==> images/wires.png <==
Scale bar: 20 um.
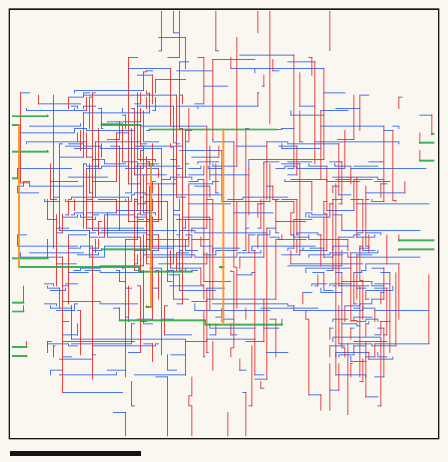
==> images/placement.png <==
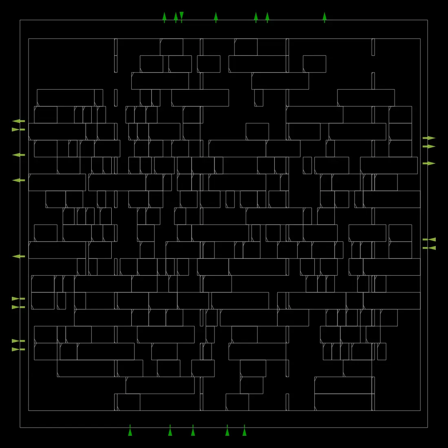
==> images/io_placement.png <==
Scale bar: 20 um. Pins as bars across the die edge, other pins in gray.
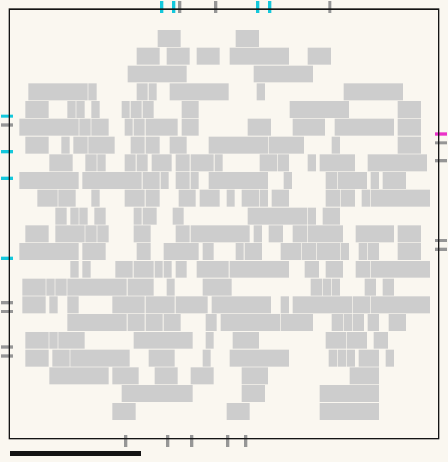
==> images/layer_met3.png <==
Scale bar: 20 um.
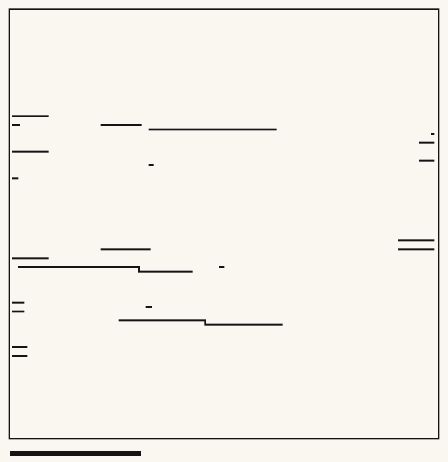
==> images/sizes.png <==
Scale bar: 20 um.
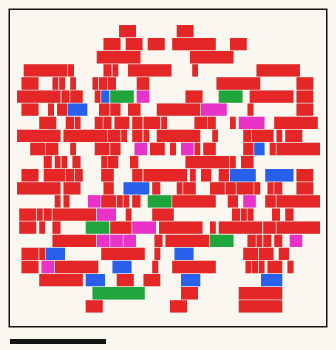
===== config.mk =====
export PLATFORM = sky130hd
export DESIGN_NAME = hh_bcd_reader
export DESIGN_NICKNAME = d
export VERILOG_FILES = /design/src/rtl/hh_bcd_reader.sv
export SDC_FILE = /design/constraint.sdc
export NUM_CORES = 1
export LEC_CHECK = 0
export CORE_UTILIZATION = 41
export CTS_CLUSTER_SIZE = 25
export DETAILED_ROUTE_END_ITERATION = 6
export PLACE_DENSITY = 0.74
export SLEW_MARGIN = 40
export SYNTH_ARGS = -nofsm -noshare
export SYNTH_HDL_FRONTEND = slang
export SYNTH_SLANG_ARGS = --single-unit

===== constraint.sdc =====
create_clock -name clk -period 2.29 [get_ports clk]
set_clock_uncertainty 0.1 [all_clocks]
set_input_delay 0.229 -clock clk [delete_from_list [all_inputs] [get_ports clk]]
set_output_delay 0.229 -clock clk [all_outputs]
set_load 0.02 [all_outputs]

===== src/rtl/hh_bcd_reader.sv =====
// Reads the BCD hour byte from the RTC register bus, validates it (00-23), optionally
// converts it to 12 h with an AM/PM flag, and holds the result for the display path.
module hh_bcd_reader #(
  parameter int unsigned TIMEOUT_CYC = 16
) (
  input  logic       clk,
  input  logic       reset,
  input  logic       start,
  input  logic       formato_hora,
  input  logic       rd_ack,
  input  logic [7:0] data_bus_in,
  output logic       rd_req,
  output logic       busy,
  output logic [7:0] dato_HH,
  output logic       AM_PM,
  output logic       data_valid,
  output logic       error
);

  localparam int unsigned CNT_W = 8;

  typedef enum logic [2:0] {
    IDLE  = 3'd0,
    REQ   = 3'd1,
    CHECK = 3'd2,
    CONV  = 3'd3,
    DONE  = 3'd4
  } state_t;

  state_t           state_q, state_d;
  logic [CNT_W-1:0] cnt_q, cnt_d;
  logic [7:0]       raw_q, raw_d;
  logic [7:0]       dato_q, dato_d;
  logic             am_pm_q, am_pm_d;
  logic             error_q, error_d;
  logic             rd_req_q, rd_req_d;
  logic             busy_q, busy_d;
  logic             data_valid_q, data_valid_d;

  logic [3:0] tens, units;
  logic [4:0] units_m2;
  logic [3:0] units_n, tens_n;
  logic       borrow;
  logic       raw_ok;
  logic [7:0] conv_hh;
  logic       conv_pm;

  // BCD range check and 24 h -> 12 h conversion; h-12 is done digit-wise with a units borrow
  always_comb begin
    tens     = raw_q[7:4];
    units    = raw_q[3:0];
    raw_ok   = (tens <= 4'd2) && (units <= 4'd9) && (raw_q <= 8'h23);
    units_m2 = {1'b0, units} - 5'd2;
    borrow   = units_m2[4];
    units_n  = borrow ? (units + 4'd8) : units_m2[3:0];
    tens_n   = tens - 4'd1 - {3'b000, borrow};
    conv_hh  = raw_q;
    conv_pm  = 1'b0;
    if (formato_hora) begin
      if (raw_q == 8'h00) begin
        conv_hh = 8'h12;
      end else if (raw_q == 8'h12) begin
        conv_pm = 1'b1;
      end else if (raw_q > 8'h12) begin
        conv_hh = {tens_n, units_n};
        conv_pm = 1'b1;
      end
    end
  end

  always_comb begin
    state_d  = state_q;
    cnt_d    = cnt_q;
    raw_d    = raw_q;
    dato_d   = dato_q;
    am_pm_d  = am_pm_q;
    error_d  = error_q;
    case (state_q)
      IDLE: begin
        if (start) begin
          state_d = REQ;
          error_d = 1'b0;
          cnt_d   = '0;
        end
      end
      REQ: begin
        // An ack on the last allowed cycle takes priority over the timeout
        if (rd_ack) begin
          raw_d   = data_bus_in;
          state_d = CHECK;
        end else if (cnt_q == CNT_W'(TIMEOUT_CYC - 1)) begin
          error_d = 1'b1;
          state_d = IDLE;
        end else begin
          cnt_d = cnt_q + CNT_W'(1);
        end
      end
      CHECK: begin
        if (raw_ok) begin
          state_d = CONV;
        end else begin
          error_d = 1'b1;
          state_d = IDLE;
        end
      end
      CONV: begin
        dato_d  = conv_hh;
        am_pm_d = conv_pm;
        state_d = DONE;
      end
      DONE:    state_d = IDLE;
      default: state_d = IDLE;
    endcase
    rd_req_d     = (state_d == REQ);
    busy_d       = (state_d != IDLE);
    data_valid_d = (state_d == DONE);
  end

  always_ff @(posedge clk or posedge reset) begin
    if (reset) begin
      state_q      <= IDLE;
      cnt_q        <= '0;
      raw_q        <= '0;
      dato_q       <= '0;
      am_pm_q      <= 1'b0;
      error_q      <= 1'b0;
      rd_req_q     <= 1'b0;
      busy_q       <= 1'b0;
      data_valid_q <= 1'b0;
    end else begin
      state_q      <= state_d;
      cnt_q        <= cnt_d;
      raw_q        <= raw_d;
      dato_q       <= dato_d;
      am_pm_q      <= am_pm_d;
      error_q      <= error_d;
      rd_req_q     <= rd_req_d;
      busy_q       <= busy_d;
      data_valid_q <= data_valid_d;
    end
  end

  assign rd_req     = rd_req_q;
  assign busy       = busy_q;
  assign dato_HH    = dato_q;
  assign AM_PM      = am_pm_q;
  assign data_valid = data_valid_q;
  assign error      = error_q;

endmodule


==> impl_metrics.env <==
# physical design summary
export IMPL_status="finished clean"
export IMPL_mux_area_share_pct=6.50
export IMPL_synthAdderAreaFrac_pct=3.02
export IMPL_core_um2=3770
export IMPL_antennaDiodeCount=0
export IMPL_synth_simple_area_share_pct=22.0
export IMPL_xor_area_share_pct=2.64
export IMPL_cts_buffer_depth=2
export IMPL_cp_data_required_time_ns=2.40
export IMPL_startpoint="raw_q[1]"
export IMPL_place_ws_ns=0.0805
export IMPL_ff_type="dfrtp_1"
export IMPL_worst_path_max_fanout=2
export IMPL_cp_end_kind="flop"
export IMPL_synth_cell_types=40
export IMPL_synth_avg_cell_area_um2=9.74
export IMPL_drc=0
export IMPL_r2r_setup_slack_ns=0.17
export IMPL_async_flop_share_pct=100
export IMPL_area_delta_synth_final_pct=28.9
export IMPL_post_synth_top_count_cell="dfrtp_1"
export IMPL_rr_startpoint="raw_q[1]"
export IMPL_clkLatencyLatePin_ns=0.28
export IMPL_dieArea_um2=4300
export IMPL_grt_pass1_vias=1327
export IMPL_critPathLaunchType="flop"
export IMPL_drt_pass1_iterations=4
export IMPL_max_freq_ghz=0.472
export IMPL_nFillCells=329
export IMPL_top_cells_by_count="dfrtp_1 (32), nand2_1 (21), nor2_1 (14)"
export IMPL_ys_area_um2=1660
export IMPL_dp_hpwl_mm=2.49
export IMPL_maxCapViolCount=0
export IMPL_power_total_mw=2.84
export IMPL_io_pin_count=26
export IMPL_finalHoldViolCount=0
export IMPL_reg2reg_to="dato_HH[7]"
export IMPL_tightestPinTransition_ns=0.482
export IMPL_top_cell_area_share_pct=48.3
export IMPL_dp_cells=246
export IMPL_fin_crit_ns=2.12
export IMPL_most_common_layout_cells="dfrtp_1 (32), clkdlybuf4s50_1 (25), nand2_1 (21)"
export IMPL_fp_util_pct=43.9
export IMPL_fp_nets=187
export IMPL_cts_root_buf="clkbuf_8"
export IMPL_cts_sinks=32
export IMPL_finalMaxSlewViolations=0
export IMPL_yosysWarnings=0
export IMPL_grt_overflow_total=0
export IMPL_ff2ff_path_depth=6
export IMPL_rsz0062_at_grt="false"
export IMPL_cts_buffers=5
export IMPL_ys_seq_share_pct=48.3
export IMPL_netlist_instances=170
export IMPL_drive_gt1_share_pct=15.5
export IMPL_ys_top_cells_by_area="dfrtp_1 (48%), nand2_1 (4.8%), mux2_2 (4.1%)"
export IMPL_synth_edff_count=0
export IMPL_endpoint="dato_HH[7]"
export IMPL_setup_violations=0
export IMPL_relSlewSlack_pct=67.6
export IMPL_clk_pin_slew_worst_paths_ns=0.07
export IMPL_track_usage_pct=18.6
export IMPL_criticalPathCategory="reg2reg"
export IMPL_fin_setup_tns_ns=0
export IMPL_cp_data_arrival_time_ns=2.23
export IMPL_p_per_area_nw_per_um2=1330
export IMPL_grt_max_degree=33
export IMPL_vdd_drop_max_v=0.000619
export IMPL_ys_cells=170
export IMPL_holdWs_ns=0.228
export IMPL_warnings=26
export IMPL_wl_mm=3.49
export IMPL_htree_levels=2
export IMPL_final_nets=222
export IMPL_post_dp_cell_area_um2=2020
Back to the opening pictures, wires.png:
legend:
  red:
    layer: metal 2
    wire_length: 1710 um
  green:
    layer: metal 3
    wire_length: 126 um
  blue:
    layer: metal 1
    wire_length: 1580 um
  orange:
    layer: metal 4
    wire_length: 73.4 um
routed via count: 1356
DR WL/cell: 13.8 um

Back to the opening pictures, placement.png:
FP Rows: 22
Seq/total area: 37.5%
final std cells w/o fill: 254

Back to the opening pictures, io_placement.png:
legend:
  cyan:
    port: dato_HH
    pins: 8
    direction: output
    edge: 4 left, 4 top
  magenta:
    port: rd_req
    pins: 1
    direction: output
    edge: right
Port-buffer cells: 25
die height: 65.6 um
Die X: 65.6 um

Back to the opening pictures, layer_met3.png:
main direction: horizontal
longest straight run: 19.3 um
nets with wire on the layer: 18
wire length on this layer: 126 um
share of all routed wire: 3.6%

Back to the opening pictures, sizes.png:
legend:
  blue:
    size: _2 cells
    cells: 12
  magenta:
    size: _3 and _4 cells
    cells: 14
  green:
    size: _6 and larger
    cells: 6
  red:
    size: _0 and _1 cells
    cells: 174
setup ws final: 0.173 ns
Signal buffers: 35
post-route cell area: 2140 um^2

worst max-delay path, stage by stage, from the launching register on:
cell     delay (ns)
dfrtp_1        0.38
or3_4          0.39
ha_1           0.20
or4b_4         0.49
nor4b_2        0.28
a21oi_1        0.06
o21ai_0        0.14
area by class of cell:
cell class                 count  area (um^2)  share of cell area [%]
timing repair buffer          35          325                    15.2
clock buffer                   6         72.6                    3.40
clock inverter                 2         35.0                    1.64
inverter                      11         41.3                    1.93
tap                           48         60.1                    2.81
sequential                    32          801                    37.5
multi-input combinational    120          801                    37.5
kinds of logic (layout without fill, tap and decap cells):
group / count (synthesis) / in the layout
buffers and inverters: 18 / 54
and+or+nand+nor: 69 / 69
adders and majority gates: 4 / 4
AOI/OAI and AO/OA: 33 / 33
muxes: 9 / 9
DFF: 32 / 32
xor gates and xnor gates: 5 / 5
registers in the layout, indices dropped and copies added (netlist names):
signal,count
cnt_q,8
dato_HH,8
raw_q,8
state_q,3
AM_PM,1
busy,1
data_valid,1
error,1
rd_req,1
power breakdown:
group / internal (mW) / switching [mW]
Clock: 0.323 / 0.213
Combinational: 0.650 / 0.684
Sequential: 0.780 / 0.186
Total: 1.75 / 1.08
repair_timing:
| action | CTS | global route |
|---|---|---|
| gates resized | 0 | 2 |
| hold buffers | 0 | 0 |
| setup endpoints to repair | 0 | 1 |
layer usage:
layer	GRT usage, %	vias to the layer above	wire length [um]
li1	-	675	-
met1	22.1	649	1580
met2	30.9	25	1710
met3	5.73	7	126
met4	8.15	0	73
met5	0	-	0
No activity file was given, so power comes from the tool's default toggle rates.
